===== config.mk =====
export PLATFORM = sky130hd
export DESIGN_NAME = la_capture_core
export DESIGN_NICKNAME = d
export VERILOG_FILES = /design/src/rtl/la_capture_core.sv
export SDC_FILE = /design/constraint.sdc
export NUM_CORES = 1
export LEC_CHECK = 0
export CORE_ASPECT_RATIO = 1.1
export CORE_MARGIN = 5
export CORE_UTILIZATION = 45
export DETAILED_ROUTE_END_ITERATION = 10
export MAX_ROUTING_LAYER = met4
export PLACE_DENSITY = 0.6
export SLEW_MARGIN = 20
export SYNTH_ARGS = -nofsm -noshare
export SYNTH_HDL_FRONTEND = slang
export SYNTH_SLANG_ARGS = --single-unit

===== constraint.sdc =====
create_clock -name clk -period 2.8 [get_ports clk]
set_input_delay 0.42 -clock clk [delete_from_list [all_inputs] [get_ports clk]]
set_output_delay 0.42 -clock clk [all_outputs]
set_load 0.02 [all_outputs]

===== src/rtl/la_capture_core.sv =====
// la_capture_core
//   Parametrised logic-analyzer capture engine. Probe inputs are synchronised,
//   decimated by a programmable divider and written into a circular buffer.
//   A masked pattern / edge / immediate trigger ends the pre-trigger phase.
//   The buffer is then filled with post-trigger samples and offered for
//   oldest-first readout over a valid/pop interface.
//
//   state | meaning
//   ------+-----------------------------------------------------------------
//   IDLE  | waiting for arm, no writes, rd_valid low
//   ARMED | writing every strobe, pre-fill counting, trigger qualified once
//         | PRE samples are held
//   POST  | writing post-trigger samples until the buffer holds one capture
//   DONE  | rd_valid high, rd_en pops oldest-first, last pop returns to IDLE
//
// Ports:
//   clk, rst_n            system clock, asynchronous active-low reset
//   ch_in[CH]             asynchronous probe inputs
//   arm, abort            start capture / return to IDLE from any state
//   trig_mode[2]          00 immediate, 01 pattern, 10 rising, 11 falling
//   trig_mask, trig_value channels participating / pattern value
//   sample_div[DIV_W]     sample every sample_div+1 clocks
//   rd_en                 pop one sample while rd_valid
//   rd_data, rd_valid     sample at the read pointer / capture available
//   state[2], triggered   FSM state / trigger fired in this capture

module la_capture_core #(
    parameter int CH    = 8,
    parameter int DEPTH = 64,
    parameter int PRE   = 16,
    parameter int DIV_W = 8
) (
    input  logic             clk,
    input  logic             rst_n,
    input  logic [CH-1:0]    ch_in,
    input  logic             arm,
    input  logic             abort,
    input  logic [1:0]       trig_mode,
    input  logic [CH-1:0]    trig_mask,
    input  logic [CH-1:0]    trig_value,
    input  logic [DIV_W-1:0] sample_div,
    input  logic             rd_en,
    output logic [CH-1:0]    rd_data,
    output logic             rd_valid,
    output logic [1:0]       state,
    output logic             triggered
);

    localparam int AW       = $clog2(DEPTH);
    localparam int CW       = AW + 1;
    localparam int POST_LEN = DEPTH - PRE - 1;

    localparam logic [AW-1:0] PRE_N     = AW'(PRE);
    localparam logic [CW-1:0] POST_INIT = CW'(POST_LEN);
    localparam logic [CW-1:0] RD_INIT   = CW'(DEPTH);
    localparam logic [CW-1:0] CNT_ONE   = CW'(1);

    typedef enum logic [1:0] {
        S_IDLE  = 2'b00,
        S_ARMED = 2'b01,
        S_POST  = 2'b10,
        S_DONE  = 2'b11
    } state_e;

    state_e           state_q, state_d;
    logic [CH-1:0]    sync1_q, sync2_q;
    logic [CH-1:0]    prev_q, prev_d;
    logic [DIV_W-1:0] div_cnt_q, div_cnt_d;
    logic [AW-1:0]    wr_ptr_q, wr_ptr_d;
    logic [AW-1:0]    rd_ptr_q, rd_ptr_d;
    logic [AW-1:0]    trig_ptr_q, trig_ptr_d;
    logic [AW-1:0]    pre_cnt_q, pre_cnt_d;
    logic [CW-1:0]    post_cnt_q, post_cnt_d;
    logic [CW-1:0]    rd_cnt_q, rd_cnt_d;
    logic             triggered_q, triggered_d;
    logic             rd_valid_q, rd_valid_d;

    logic [CH-1:0]    mem_q [DEPTH];
    logic             wr_en;
    logic             strobe;
    logic             trig_hit;
    logic [CH-1:0]    smp;

    assign smp    = sync2_q;
    assign strobe = (div_cnt_q == sample_div);

    always_comb begin
        case (trig_mode)
            2'b00:   trig_hit = 1'b1;
            2'b01:   trig_hit = (((smp ^ trig_value) & trig_mask) == '0);
            2'b10:   trig_hit = |(~prev_q & smp & trig_mask);
            default: trig_hit = |(prev_q & ~smp & trig_mask);
        endcase
    end

    always_comb begin
        state_d     = state_q;
        prev_d      = prev_q;
        div_cnt_d   = strobe ? '0 : div_cnt_q + 1'b1;
        wr_ptr_d    = wr_ptr_q;
        rd_ptr_d    = rd_ptr_q;
        trig_ptr_d  = trig_ptr_q;
        pre_cnt_d   = pre_cnt_q;
        post_cnt_d  = post_cnt_q;
        rd_cnt_d    = rd_cnt_q;
        triggered_d = triggered_q;
        rd_valid_d  = rd_valid_q;
        wr_en       = 1'b0;

        case (state_q)
            S_IDLE: begin
                if (arm) begin
                    state_d     = S_ARMED;
                    wr_ptr_d    = '0;
                    pre_cnt_d   = '0;
                    triggered_d = 1'b0;
                    prev_d      = smp;
                    div_cnt_d   = '0;
                end
            end
            S_ARMED: begin
                if (strobe) begin
                    wr_en    = 1'b1;
                    wr_ptr_d = wr_ptr_q + 1'b1;
                    prev_d   = smp;
                    if ((pre_cnt_q == PRE_N) && trig_hit) begin
                        trig_ptr_d  = wr_ptr_q;
                        post_cnt_d  = POST_INIT;
                        triggered_d = 1'b1;
                        // With no post-trigger samples the capture is already complete.
                        if (POST_LEN == 0) begin
                            state_d    = S_DONE;
                            rd_ptr_d   = wr_ptr_q - PRE_N;
                            rd_cnt_d   = RD_INIT;
                            rd_valid_d = 1'b1;
                        end else begin
                            state_d = S_POST;
                        end
                    end else if (pre_cnt_q != PRE_N) begin
                        pre_cnt_d = pre_cnt_q + 1'b1;
                    end
                end
            end
            S_POST: begin
                if (strobe) begin
                    wr_en      = 1'b1;
                    wr_ptr_d   = wr_ptr_q + 1'b1;
                    prev_d     = smp;
                    post_cnt_d = post_cnt_q - CNT_ONE;
                    if (post_cnt_q == CNT_ONE) begin
                        state_d    = S_DONE;
                        rd_ptr_d   = trig_ptr_q - PRE_N;
                        rd_cnt_d   = RD_INIT;
                        rd_valid_d = 1'b1;
                    end
                end
            end
            default: begin
                if (rd_en) begin
                    rd_ptr_d = rd_ptr_q + 1'b1;
                    rd_cnt_d = rd_cnt_q - CNT_ONE;
                    if (rd_cnt_q == CNT_ONE) begin
                        state_d    = S_IDLE;
                        rd_valid_d = 1'b0;
                    end
                end
            end
        endcase

        // abort dominates everything, including a simultaneous arm
        if (abort) begin
            state_d     = S_IDLE;
            rd_valid_d  = 1'b0;
            triggered_d = 1'b0;
            wr_en       = 1'b0;
        end
    end

    always_ff @(posedge clk or negedge rst_n) begin
        if (!rst_n) begin
            state_q     <= S_IDLE;
            sync1_q     <= '0;
            sync2_q     <= '0;
            prev_q      <= '0;
            div_cnt_q   <= '0;
            wr_ptr_q    <= '0;
            rd_ptr_q    <= '0;
            trig_ptr_q  <= '0;
            pre_cnt_q   <= '0;
            post_cnt_q  <= '0;
            rd_cnt_q    <= '0;
            triggered_q <= 1'b0;
            rd_valid_q  <= 1'b0;
        end else begin
            state_q     <= state_d;
            sync1_q     <= ch_in;
            sync2_q     <= sync1_q;
            prev_q      <= prev_d;
            div_cnt_q   <= div_cnt_d;
            wr_ptr_q    <= wr_ptr_d;
            rd_ptr_q    <= rd_ptr_d;
            trig_ptr_q  <= trig_ptr_d;
            pre_cnt_q   <= pre_cnt_d;
            post_cnt_q  <= post_cnt_d;
            rd_cnt_q    <= rd_cnt_d;
            triggered_q <= triggered_d;
            rd_valid_q  <= rd_valid_d;
        end
    end

    // Sample storage carries no reset; contents are only exposed in DONE.
    always_ff @(posedge clk) begin
        if (wr_en) begin
            mem_q[wr_ptr_q] <= smp;
        end
    end

    assign rd_data   = rd_valid_q ? mem_q[rd_ptr_q] : '0;
    assign rd_valid  = rd_valid_q;
    assign state     = state_q;
    assign triggered = triggered_q;

endmodule


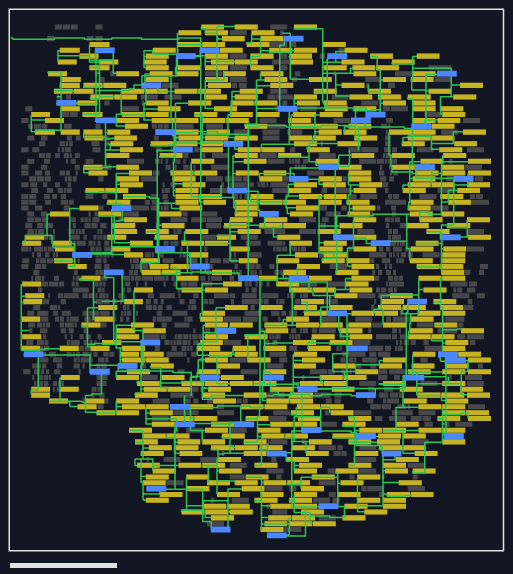
(clock network drawn from the DEF)
The bar under the picture is 50 microns long.
[clock-net drivers] blue | count: 59
[flip-flops] yellow | count: 586
[clock wires] green | length: 6800 microns
routed clock nets	60

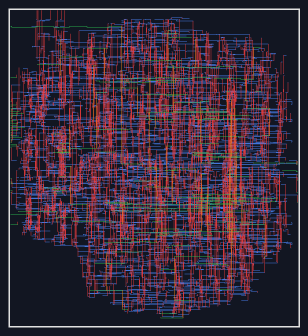
(metal layers overlaid)
layer	colour	wire length
M4	orange	1370 microns
M1	blue	22.5 mm
M3	green	2770 microns
M2	red	27.2 mm

==> notes.md <==
Latest figures from synthesis and place and route.

The primary flip-flop cell chosen by synthesis mapping is edfxtp_1. The placer's final routability congestion estimate is 0.818. The register area is 17200 sq um.

The first-pass GRT wire length is 82800 microns. For this design the total switching power over the nets is 6940 uW. The number of flip-flops under the largest register name is 512. In this run the critical register-to-register path is launched from pre_cnt_q[1]. Sequential cells account for 40.7% of the total power.

Sequential cells make up 60.1% of the cell area. The final timing report gives a worst setup slack of -725 ps. Summing all placed instances gives a cell area of 26400 sq um. The capturing point of the worst reg2reg path is trig_ptr_q[4]. The met2 track utilization from global routing is 32.0%.

The final reports fail on negative setup slack. The power density normalized to cell area is 857 nW/um^2. The clock buffer instance count of the final layout is 81.

Looking at the max-slew report, the worst-margin pin has a slew of 835 ps. The clock tree has to reach 586 sinks. From the final report, the count of setup violators was given as 8. The cell type with the highest aggregate area in the netlist is edfxtp_1. Looking at the critical path, the single cell with the biggest stage delay is mux4_2.

The fraction of synthesis flops using an asynchronous set or reset pin is 12.6%. The remaining routing DRC violations is 0. The run finished, with violations left. For this run, the script counts the antenna cells in the layout as 0. Per STA, the worst path is made up of buf_12 > mux4_2 > mux4_2 > o21ai_2 > buf_4 > nor3_1 > o21a_1 > buf_6.

Per the OpenROAD floorplan log, the area of the core is 52400 sq um. Global routing consumed, on the met3 layer, 3.42% of the routing resources. The clock buffer count from CTS is 59.

On the reported timing paths, the clock transition at the registers reads 60 ps.
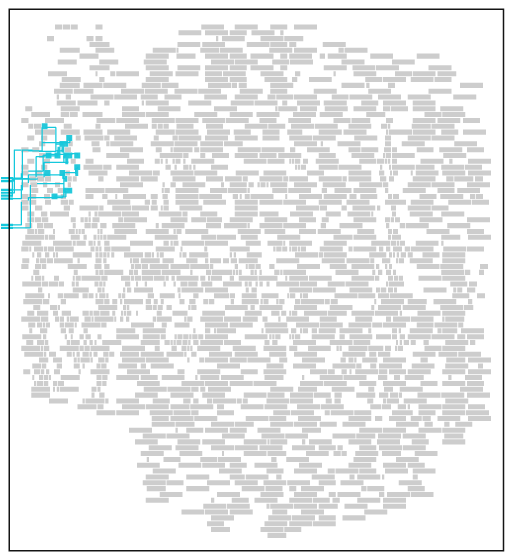
(I/O nets highlighted)
port	colour	bits	direction	end cells	buffers	wire
`trig_mask`	cyan	8	input	20	8	376 microns

Power and IR drop assume default switching activity.
